### src/rtl/vec_cache_us_rsp_egress.sv
// Upstream response egress: buffers full cache lines from the read-data-buffer agent
// and serialises each one into BEAT_WIDTH beats under a valid/ready handshake.
module vec_cache_us_rsp_egress #(
    parameter int DATA_WIDTH   = 1024,
    parameter int BEAT_WIDTH   = 256,
    parameter int FIFO_DEPTH   = 4,
    parameter int RDY_MARGIN   = 2,
    parameter int TXN_ID_WIDTH = 8,
    parameter int ROB_ID_WIDTH = 5,
    parameter int SB_WIDTH     = 16,
    localparam int BEATS  = DATA_WIDTH / BEAT_WIDTH,
    localparam int BIDX_W = (BEATS > 1) ? $clog2(BEATS) : 1,
    localparam int CNT_W  = $clog2(FIFO_DEPTH) + 1
) (
    input  logic                    clk,
    input  logic                    rst,
    input  logic                    in_vld,
    input  logic [DATA_WIDTH-1:0]   in_data,
    input  logic [TXN_ID_WIDTH-1:0] in_txn_id,
    input  logic [ROB_ID_WIDTH-1:0] in_rob_id,
    input  logic [SB_WIDTH-1:0]     in_sideband,
    output logic                    in_rdy,
    output logic                    us_vld,
    input  logic                    us_rdy,
    output logic [BEAT_WIDTH-1:0]   us_data,
    output logic [BIDX_W-1:0]       us_beat_idx,
    output logic                    us_last,
    output logic [TXN_ID_WIDTH-1:0] us_txn_id,
    output logic [ROB_ID_WIDTH-1:0] us_rob_id,
    output logic [SB_WIDTH-1:0]     us_sideband,
    output logic [CNT_W-1:0]        fifo_cnt,
    output logic                    overflow_err
);

    localparam int PTR_W = $clog2(FIFO_DEPTH);
    localparam logic [BIDX_W-1:0] LAST_BEAT = BIDX_W'(BEATS - 1);
    localparam logic [CNT_W-1:0]  FULL_CNT  = CNT_W'(FIFO_DEPTH);

    localparam logic [0:0] S_IDLE = 1'b0;
    localparam logic [0:0] S_SEND = 1'b1;

    logic [BEATS-1:0][BEAT_WIDTH-1:0] r_data_mem [FIFO_DEPTH];
    logic [TXN_ID_WIDTH-1:0]          r_txn_mem  [FIFO_DEPTH];
    logic [ROB_ID_WIDTH-1:0]          r_rob_mem  [FIFO_DEPTH];
    logic [SB_WIDTH-1:0]              r_sb_mem   [FIFO_DEPTH];

    logic [0:0]        r_state;
    logic [PTR_W-1:0]  r_wr_ptr;
    logic [PTR_W-1:0]  r_rd_ptr;
    logic [CNT_W-1:0]  r_cnt;
    logic [BIDX_W-1:0] r_beat_idx;
    logic              r_ovf;

    logic              w_fire;
    logic              w_pop;
    logic              w_full;
    logic              w_push;
    logic              w_drop;
    logic [CNT_W-1:0]  w_cnt_nxt;
    logic [0:0]        w_state_nxt;

    assign w_fire = us_vld && us_rdy;
    assign w_pop  = w_fire && us_last;
    assign w_full = (r_cnt == FULL_CNT);
    // A full FIFO still takes a line when the head retires on the same edge.
    assign w_push = in_vld && (!w_full || w_pop);
    assign w_drop = in_vld && w_full && !w_pop;

    always_comb begin
        w_cnt_nxt = r_cnt;
        case ({w_push, w_pop})
            2'b10:   w_cnt_nxt = r_cnt + 1'b1;
            2'b01:   w_cnt_nxt = r_cnt - 1'b1;
            default: w_cnt_nxt = r_cnt;
        endcase
    end

    always_comb begin
        w_state_nxt = r_state;
        case (r_state)
            S_IDLE:  if (w_cnt_nxt != '0) w_state_nxt = S_SEND;
            S_SEND:  if (w_pop && (w_cnt_nxt == '0)) w_state_nxt = S_IDLE;
            default: w_state_nxt = S_IDLE;
        endcase
    end

    // NOTE: line storage has no reset; the count and pointers alone define which entries are live.
    always_ff @(posedge clk) begin
        if (w_push) begin
            r_data_mem[r_wr_ptr] <= in_data;
            r_txn_mem[r_wr_ptr]  <= in_txn_id;
            r_rob_mem[r_wr_ptr]  <= in_rob_id;
            r_sb_mem[r_wr_ptr]   <= in_sideband;
        end
    end

    // NOTE: non-blocking assignments keep every register update reading pre-edge values.
    always_ff @(posedge clk or posedge rst) begin
        if (rst) begin
            r_state    <= S_IDLE;
            r_wr_ptr   <= '0;
            r_rd_ptr   <= '0;
            r_cnt      <= '0;
            r_beat_idx <= '0;
            r_ovf      <= 1'b0;
        end else begin
            r_state <= w_state_nxt;
            r_cnt   <= w_cnt_nxt;
            if (w_push) r_wr_ptr <= r_wr_ptr + 1'b1;
            if (w_drop) r_ovf <= 1'b1;
            if ((r_state == S_SEND) && w_fire) begin
                if (us_last) begin
                    r_beat_idx <= '0;
                    r_rd_ptr   <= r_rd_ptr + 1'b1;
                end else begin
                    r_beat_idx <= r_beat_idx + 1'b1;
                end
            end
        end
    end

    assign us_vld       = (r_cnt != '0);
    assign us_last      = us_vld && (r_beat_idx == LAST_BEAT);
    assign us_data      = r_data_mem[r_rd_ptr][r_beat_idx];
    assign us_beat_idx  = r_beat_idx;
    assign us_txn_id    = r_txn_mem[r_rd_ptr];
    assign us_rob_id    = r_rob_mem[r_rd_ptr];
    assign us_sideband  = r_sb_mem[r_rd_ptr];
    assign fifo_cnt     = r_cnt;
    assign overflow_err = r_ovf;
    assign in_rdy       = (FIFO_DEPTH - int'(r_cnt)) >= RDY_MARGIN;

endmodule

### config.mk
export PLATFORM = sky130hd
export DESIGN_NAME = vec_cache_us_rsp_egress
export DESIGN_NICKNAME = d
export VERILOG_FILES = /design/src/rtl/vec_cache_us_rsp_egress.sv
export SDC_FILE = /design/constraint.sdc
export NUM_CORES = 2
export LEC_CHECK = 0
export CORE_ASPECT_RATIO = 2
export CORE_MARGIN = 8
export CORE_UTILIZATION = 39
export CTS_CLUSTER_DIAMETER = 60
export CTS_CLUSTER_SIZE = 14
export DETAILED_ROUTE_END_ITERATION = 10
export DONT_BUFFER_PORTS = 1
export PLACE_DENSITY_LB_ADDON = 0.3
export SKIP_LAST_GASP = 1
export SYNTH_ARGS = -nofsm -noshare
export SYNTH_HDL_FRONTEND = slang
export SYNTH_MEMORY_MAX_BITS = 65536
export SYNTH_SLANG_ARGS = --single-unit
### constraint.sdc
create_clock -name clk -period 27.6 [get_ports clk]
set_clock_uncertainty 0.2 [all_clocks]
set_input_delay 5.52 -clock clk [delete_from_list [all_inputs] [get_ports clk]]
set_output_delay 5.52 -clock clk [all_outputs]
set_load 0.05 [all_outputs]
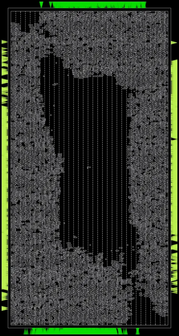
Fig. 1. Placed standard cells.
seq_cells: 4223
row cnt: 331

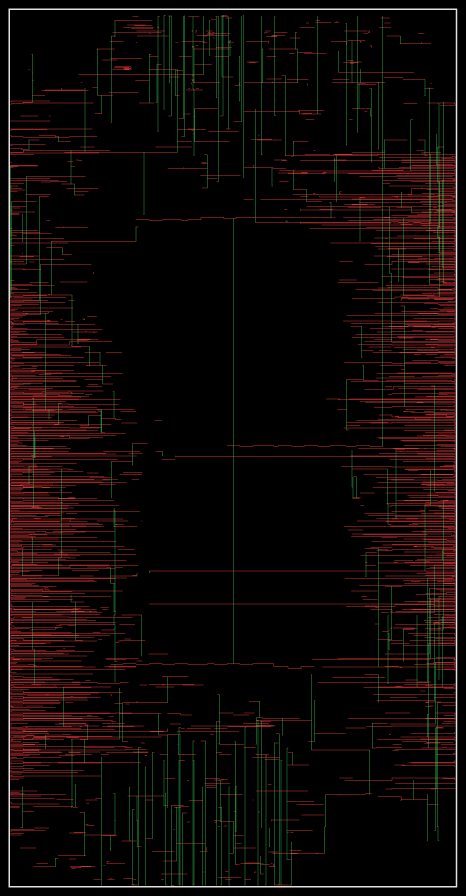
Fig. 2. Metal layers overlaid.
Only two layers are drawn.
legend:
  M3:
    color: red
    wire_length: 53.3 mm
  M4:
    color: green
    wire_length: 14800 um

==> reports/qor.yml <==
ys_seq_share_pct: 79.9
pre_cts_ws_ns: 15.45
syn_avg_cell_area_um2: 23.1
arrival_ns: 6.91
ys_ff: 4223
synth_top_flop_cell: "edfxtp_1"
timing.fmax_ghz: 0.0792
cp_max_fo: 102
first_pass_iters: 5
drtIter0Drc: 5103
leakage_uw: 0.0543
io_pins: 1351
fin_crit_ns: 12.63
routed_wl_mm: 425
fp.dieW_um: 467
layout_setup_ws_ns: 14.97
hpwl_mm: 278
routedWlPerCell_um: 34.2
crit_path_start_kind: "register"
final_cell_mix: "4212 x edfxtp_1, 837 x mux4_2, 438 x a22oi_1, 347 x clkbuf_16, 311 x mux2i_1"
r2r-start: "us_beat_idx[0]"
dieArea_um2: 429000
clk_latency_ns: 0.92
antenna_found_initial: 44
critical_path_class: "reg2out"
via_count: 70712
clk_pin_slew_worst_paths_ns: 0.06
root_buffer: "clkbuf_16"
min_from: "r_state"
hold_slack_ns: 0.394
nNetsFinal: 8036
crit_path_start: "r_rd_ptr[0]"
post_cts_buffers: 0
required_ns: 21.88
grt_pass1_vias: 75638
grt_max_degree: 143
die_h_um: 918
io_buffers: 0
synthDistinctLibCells: 38
fin_util_pct: 43.0
postSynthCellCount: 6863
avgViaCountPerCell: 5.69
yosysWarnings: 0
synthArstFlopShare_pct: 0.260
cts-resized-gates: 0
hold_path_class: "reg2reg"
worstMarginPinSlew_ns: 1.35
pwr_density_cell_nw_per_um2: 118
rsz0062_at_grt: "no"
edf_count: 4212
drive_above_1_share_pct: 21.3
setup_viol: 0
ys_cells: 6863
htreeDepth: 5
hold_buffers: 0
cts_tree: "built"
drc: 0
place.gp.congestion: 0.791
cp-end-kind: "primary output"
grtUsageTotal_pct: 19.1
tool_warnings: 84
cap_violations: 0
slew_headroom_pct: 9.62
finalHoldViolCount: 0
cts_buffers: 347
clk_path_buf_depth: 4
fin_crit_sh_pct: 45.8
ir_drop_v: 0.000109
floorplan.core_util_pct: 39.1
status: "completed"
slew_viol_final: 0
grt_pass1_wl_mm: 588
p_total_uw: 20500
grt_overflow: 0
fillCellCount: 34159
ys_area_um2: 159000
lay_top_count: "edfxtp_1"
fp.coreArea_um2: 405000
ant_nets: 0
areaGrowthSynthToFinish_pct: 9.97
cts.sinks: 4223
netlist_area_um2: 159000
mappedNetlistNets: 7931
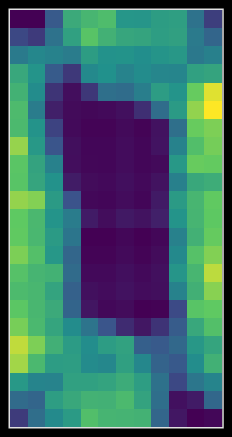
Fig. 3. Wire density map.
12 x 23 tiles, from dark purple (low) to yellow (high), scaled to the fullest tile. Values are wire area over tile area, all layers added.
fullest tile: 0.42
nearly empty tiles: 9.1%
mean over tiles: 0.17
tiles over half the peak: 45%
emptiest ninth of the die: center

## worst max-delay path, cell delays in order, from the launching register on
cell     delay [ns]
dfrtp_4        0.76
buf_4          0.59
buf_12         0.45
buf_4          0.76
buf_12         0.66
buf_4          0.88
mux4_2         0.59
a22oi_1        0.28
nand2_1        0.45
## synth_stat cells, drive strengths merged (11+ instances only)
cell type  count  area, um^2
clkbuf       130         492
dfrtp         11         275
a221oi        54         473
mux4         837       18900
nand3         46         230
a21o          52         390
o21ai         13        65.1
mux2i        311        3110
a22oi        438        3290
o22ai         61         382
buf          254        1410
a22o          51         447
nand2        204         768
mux2         124        1400
edfxtp      4212      126000
## power by group
group / total, uW / internal [uW] / switching (uW)
logic: 7270 / 2130 / 5140
clock network: 4450 / 2280 / 2160
registers: 8800 / 8490 / 315
## per-stage QoR
stage,TNS (ns),std cells,instance area (um^2)
6_report,0,12431,174000
3_5_place_dp,0,11947,165000
4_1_cts,0,12362,174000
5_1_grt,0,12415,174000
2_1_floorplan,-7919.54,6863,159000
3_3_place_gp,0,11947,165000
## cell type report
type	count	area, um^2	area share, %
Sequential cell	4223	127000	72.7
Multi-Input combinational cell	2246	30000	17.2
Clock buffer	382	8820	5.06
Tap cell	5328	6670	3.82
Timing Repair Buffer	140	1360	0.782
Clock inverter	33	579	0.332
Antenna cell	69	173	0.0990
Inverter	10	37.5	0.0215
## layer usage
metal | up-vias | GRT usage [%] | part of all wire (%)
met2 | 2614 | 33.7 | 52
met1 | 38215 | 19.4 | 32
met5 | - | 0 | 0.030
li1 | 29305 | - | -
met4 | 20 | 6.41 | 3.5
met3 | 558 | 9.91 | 13
## flip-flops by register name (all words and copies together) (netlist names)
name	count
fifo_cnt	3
overflow_err	1
r_data_mem	4096
r_rd_ptr	2
r_rob_mem	20
r_sb_mem	64
r_state	1
r_txn_mem	32
r_wr_ptr	2
us_beat_idx	2
## worst paths after layout
kind / endpoint / slack [ns] / depth (start not counted)
min in group asynchronous: us_beat_idx[0] / 4.38 / 1
setup / recovery: us_data[84] / 14.97 / 8
setup reg to reg: r_data_mem[2][403] / 18.89 / 11
max in group asynchronous: r_rd_ptr[0] / 22.29 / 1
hold / removal: r_state / 0.39 / 1
hold reg to reg: r_state / 0.39 / 1
## cells by family (layout without fill, tap and decap cells)
group                    after synthesis  in the layout  synth area share [%]
flip-flops                          4223           4223                  79.9
multiplexers                        1272           1272                  14.7
AND-OR/OR-AND                        686            686                  3.28
buffers and inverters                394            565                  1.22
AND/OR/NAND/NOR                      271            271                 0.708
adder cells (fa/ha/maj)               11             11                0.0915
XOR/XNOR                               6              6                0.0331
other                                  0             69                     0
Power and IR drop assume default switching activity.
